Figure 1. Where the registers sit (run 1).
(2 px per micron) Other sequential cells in the stronger grey, the rest of the logic in the fainter grey.
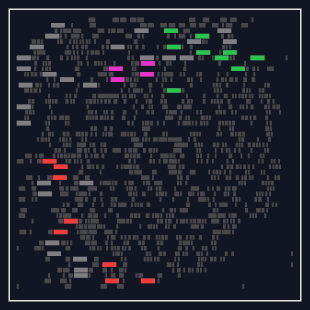
Figure 2. Cell outlines without signal wires (run 1).
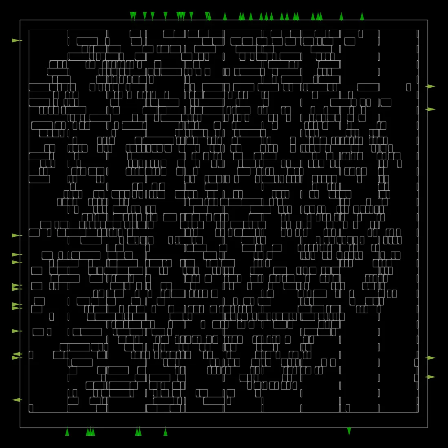
Figure 3. M3 wires (run 1).
(2 px per micron) Cells faint in the background.
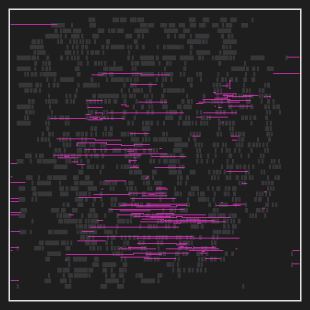
==> config.mk <==
export PLATFORM = sky130hd
export DESIGN_NAME = alu_pipe
export DESIGN_NICKNAME = d
export VERILOG_FILES = /design/src/rtl/alu_pipe.sv
export SDC_FILE = /design/constraint.sdc
export NUM_CORES = 1
export LEC_CHECK = 0
export ABC_AREA = 1
export CORE_MARGIN = 3
export CORE_UTILIZATION = 30
export CTS_BUF_LIST = sky130_fd_sc_hd__clkbuf_8
export CTS_CLUSTER_SIZE = 24
export DETAILED_ROUTE_END_ITERATION = 8
export PLACE_DENSITY_LB_ADDON = 0.08
export SETUP_SLACK_MARGIN = 0.02
export SLEW_MARGIN = 10
export SYNTH_ARGS = -nofsm -noshare
export SYNTH_HDL_FRONTEND = slang
export SYNTH_SLANG_ARGS = --single-unit
==> constraint.sdc <==
create_clock -name CLK -period 3.6 [get_ports CLK]
set_input_delay 0.54 -clock CLK [delete_from_list [all_inputs] [get_ports CLK]]
set_output_delay 0.54 -clock CLK [all_outputs]
set_load 0.01 [all_outputs]
==> flow_summary.toml, run 1 <==
# yosys + openroad results
[power]
pg_comb_mw = 1.99
clk-power_uw = 432
power_frac_clock_pct = 14.0
p_per_area_nw_per_um2 = 460.7
power_mw = 3.078

[logic_synthesis]
ys_warn_count = 0
ys_sh_aoi_pct = 19.58
ys_top_logic_family = "simple AND/OR/NAND/NOR gates"
ys_sh_mux_pct = 0
ys_top_cells_by_count = "nand2_1 (284), nor2_1 (115), inv_1 (102)"
synth_cell_types = 40
edf_count = 0
synthTopCellsByArea = "nand2_1 (18%), dfxtp_1 (17%), ha_1 (9.7%)"

[setup_path]
worstPathArrival_ns = 3.21
cp.required_ns = 3.87
end_kind = "flop"
cp_max_fo = 12

[sta]
maxSlewViolCount = 0
fmax_ghz = 0.3393
setup_tns_ns = 0
worst_pin_slew_ns = 0.8540
finClkSkew_ns = 0.004183

[cts]
cts_root_buf = "clkbuf_8"
cts_buffers = 5
cts_tree = "done"
cts_resized = 0
cts_sinks = 48
cts_hold_buf = 0

[global_route]
antenna_found_initial = 0
grt_util_met1_pct = 30.53

[die]
dieArea_sq_um = 21020

[detailed_routing]
first_pass_iters = 5
post_drt_via_cell_ratio = 5.207
first_iter_violations = 577

[finish]
lay_top_cells = "nand2_1 (284), nor2_1 (115), inv_1 (102)"
area_growth_pct = 15.29
finalNetCount = 1134

[place]
dp.cells = 1313
pre_cts_ws_ns = 0.7216

[status]
outcome = "completed"
Back to the opening pictures, Figure 1:
| name in the netlist | colour | placed flops |
|---|---|---|
| RES | green | 9 |
| cmd | magenta | 4 |
| b | red | 8 |
not coloured: 27
Final Util: 35.48%
FF+latch area: 960.9 sq um
P_seq: 657 uW

Back to the opening pictures, Figure 2:
flop count: 48
Non-Filler Instances: 1321

Back to the opening pictures, Figure 3:
share of all routed wire: 6.5%
wire length on this layer: 1550 microns
main direction: horizontal
final wirelength: 23890 microns
grt met3 use: 4.185%
via count: 6878

[run 1: critical path, stage by stage (launching register included)]
cell and delay (ns):
dfxtp_1 0.60, ha_1 0.24, ha_1 0.19, inv_1 0.05
nor2_1 0.24, xor2_1 0.20, ha_1 0.26, a21oi_1 0.15
o21a_1 0.15, nor2_1 0.05, a211oi_1 0.22, nand3_1 0.23
nand2_1 0.14, nand2_1 0.06, a21oi_1 0.11
[run 1: area by class of cell]
cell class,count,area (sq um)
clock buffer,5,68.82
fill,2128,12150
multi-input combinational,814,4178
clock inverter,3,46.29
timing repair buffer,74,663.1
inverter,117,439.2
sequential,48,960.9
tap,260,325.3
Figure 4. Cell sizes after repair (run 1).
(2 px per micron)
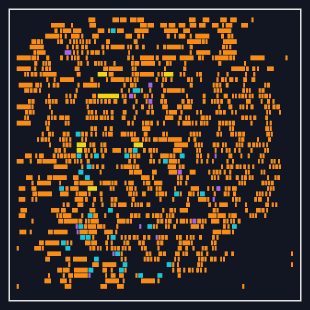

==> run 2: changes to the inputs <==
Clock period 3.6 ns to 2.65 ns, I/O delays scaled along.
Figure 5. Cell sizes after repair (run 2).
(2 px per micron)
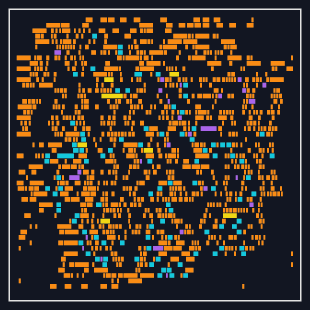
| size | colour | cells | share | most used |
|---|---|---|---|---|
| x1 and smaller | orange | 994 | 89% | nand2_1 |
| x2 | purple | 26 | 2.3% | nor2_2 |
| x3 and x4 | cyan | 95 | 8.5% | buf_4 |
| x6 and larger | yellow | 7 | 0.62% | clkbuf_8 |
Layout area overhead: 24.01%
setup ws final: 0.2187 ns

==> run 2 against run 1 <==
  * Via count increased by 2.3%
  * Area after synthesis unchanged
  * Largest cell class unchanged
  * Core utilization increased by 2.7 points
  * Worst setup slack got worse by 0.43 ns
  * Maximum frequency increased by 21%
  * Global-route usage increased by 0.75 points
  * Highest routed layer unchanged
  * First-iteration DRC count increased by 11%
  * Sequential share of layout area decreased by 0.96 points
  * Critical path type unchanged
  * Cell count increased by 4.6%
  * Die size unchanged
==> flow_summary.toml, run 2 <==
# yosys + openroad results
[setup_path]
end_kind = "flop"
critPathTopFamily = "simple AND/OR/NAND/NOR gates"
path_buffers = 4
cp_max_fo = 11
path_cells = "clkinv_1 > buf_4 > ha_1 > inv_1 > ha_1 > ha_1 > inv_1 > nor2_1 > nand3_1 > nor2_1 > nand3_1 > nand3_1 > nand4_1 > nand2_1 > a21oi_1"

[logic_synthesis]
synth_cell_types = 40
ys_top_cells_by_count = "nand2_1 (284), nor2_1 (115), inv_1 (102)"
edf_count = 0
ys_sh_aoi_pct = 19.58

[die]
dieArea_sq_um = 21020

[power]
pg_comb_mw = 3.17
clk-power_uw = 591
p_per_area_nw_per_um2 = 640.4

[sta]
worst_pin_slew_ns = 0.6639
maxSlewViolCount = 0
setup_tns_ns = 0
fmax_ghz = 0.4113

[detailed_routing]
first_pass_iters = 6
vias = 7034
first_iter_violations = 639

[finish]
lay_top_cells = "nand2_1 (284), nor2_1 (108), inv_1 (102)"

[cts]
cts_root_buf = "clkbuf_8"

[status]
outcome = "completed"

[global_route]
grt_util_met1_pct = 32.51
grtUsageMet3_pct = 2.936
==> run 2: cell counts after synthesis <==
No cell type changed its count.
==> run 2: layout make-up <==
| cell class | count | area, sq um |
|---|---|---|
| Clock buffer | 5 | 68.82 |
| Clock inverter | 3 | 47.55 |
| Fill cell | 2137 | 11640 |
| Inverter | 117 | 439.2 |
| Multi-Input combinational cell | 814 | 4208 |
| Sequential cell | 48 | 964.7 |
| Tap cell | 260 | 325.3 |
| Timing Repair Buffer | 135 | 1134 |
==> run 2: timing repair <==
item	4_1_cts	5_1_grt
endpoints found under the hold margin	0	0
hold buffers	0	0
resized	0	13
setup endpoints to repair	0	8
==> run 3: changes to the inputs <==
Settings changed: SKIP_LAST_GASP set to 1.
Figure 6. Where the registers sit (run 3).
(2 px per micron) Other sequential cells in the stronger grey, the rest of the logic in the fainter grey.
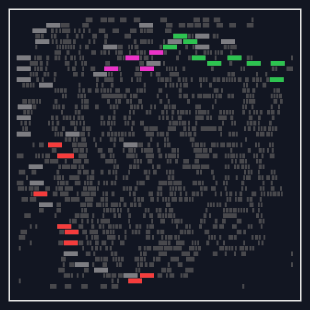
| name in the netlist | colour | placed flops |
|---|---|---|
| RES | green | 9 |
| b | red | 8 |
| cmd | magenta | 4 |
not coloured: 27
FF+latch area: 964.7 sq um
P_seq: 844 uW
Seq area share: 13.42%

==> run 3 against run 2 <==
  * Area after synthesis stayed put
  * Sequential cell count is the same
  * Global-route usage unchanged
  * Critical path type unchanged
  * Critical endpoint unchanged
==> flow_summary.toml, run 3 <==
# yosys + openroad results
[sta]
setup_tns_ns = 0
worst_pin_slew_ns = 0.6639
fmax_ghz = 0.4113

[detailed_routing]
first_pass_iters = 6
finalWirelength_microns = 24490
vias = 7034

[setup_path]
path_cells = "clkinv_1 > buf_4 > ha_1 > inv_1 > ha_1 > ha_1 > inv_1 > nor2_1 > nand3_1 > nor2_1 > nand3_1 > nand3_1 > nand4_1 > nand2_1 > a21oi_1"
worstPathArrival_ns = 2.66
path_buffers = 4

[finish]
num-fill-cells = 2137
finalNetCount = 1195
layout.cells.non_filler = 1382
lay_top_cells = "nand2_1 (284), nor2_1 (108), inv_1 (102)"

[logic_synthesis]
synthTopCellsByArea = "nand2_1 (18%), dfxtp_1 (17%), ha_1 (9.7%)"
synth_cell_types = 40

[status]
outcome = "completed"

[cts]
cts_hold_buf = 0
cts_tree = "done"

[global_route]
grt_util_met1_pct = 32.51

[power]
power_mw = 4.602
p_per_area_nw_per_um2 = 640.4

[place]
pre_cts_ws_ns = 0.1264
==> run 3: cell counts after synthesis <==
No cell type changed its count.
==> run 3: layout make-up <==
type                            count  area, sq um  share of cell area [%]
Sequential cell                    48        964.7                   13.42
Clock inverter                      3        47.55                  0.6616
Timing Repair Buffer              135         1134                   15.77
Clock buffer                        5        68.82                  0.9575
Tap cell                          260        325.3                   4.526
Inverter                          117        439.2                   6.111
Multi-Input combinational cell    814         4208                   58.55
==> run 3: power groups by stage <==
stage	combinational, mW	sequential, mW	clock, mW
detailed placement	3.10	0.860	0
CTS	3.11	0.844	0.613
global placement	3.14	0.859	0
finish	3.17	0.844	0.591
floorplan	1.80	0.880	0
global route	3.50	0.854	0.638
Power and IR drop assume default switching activity.
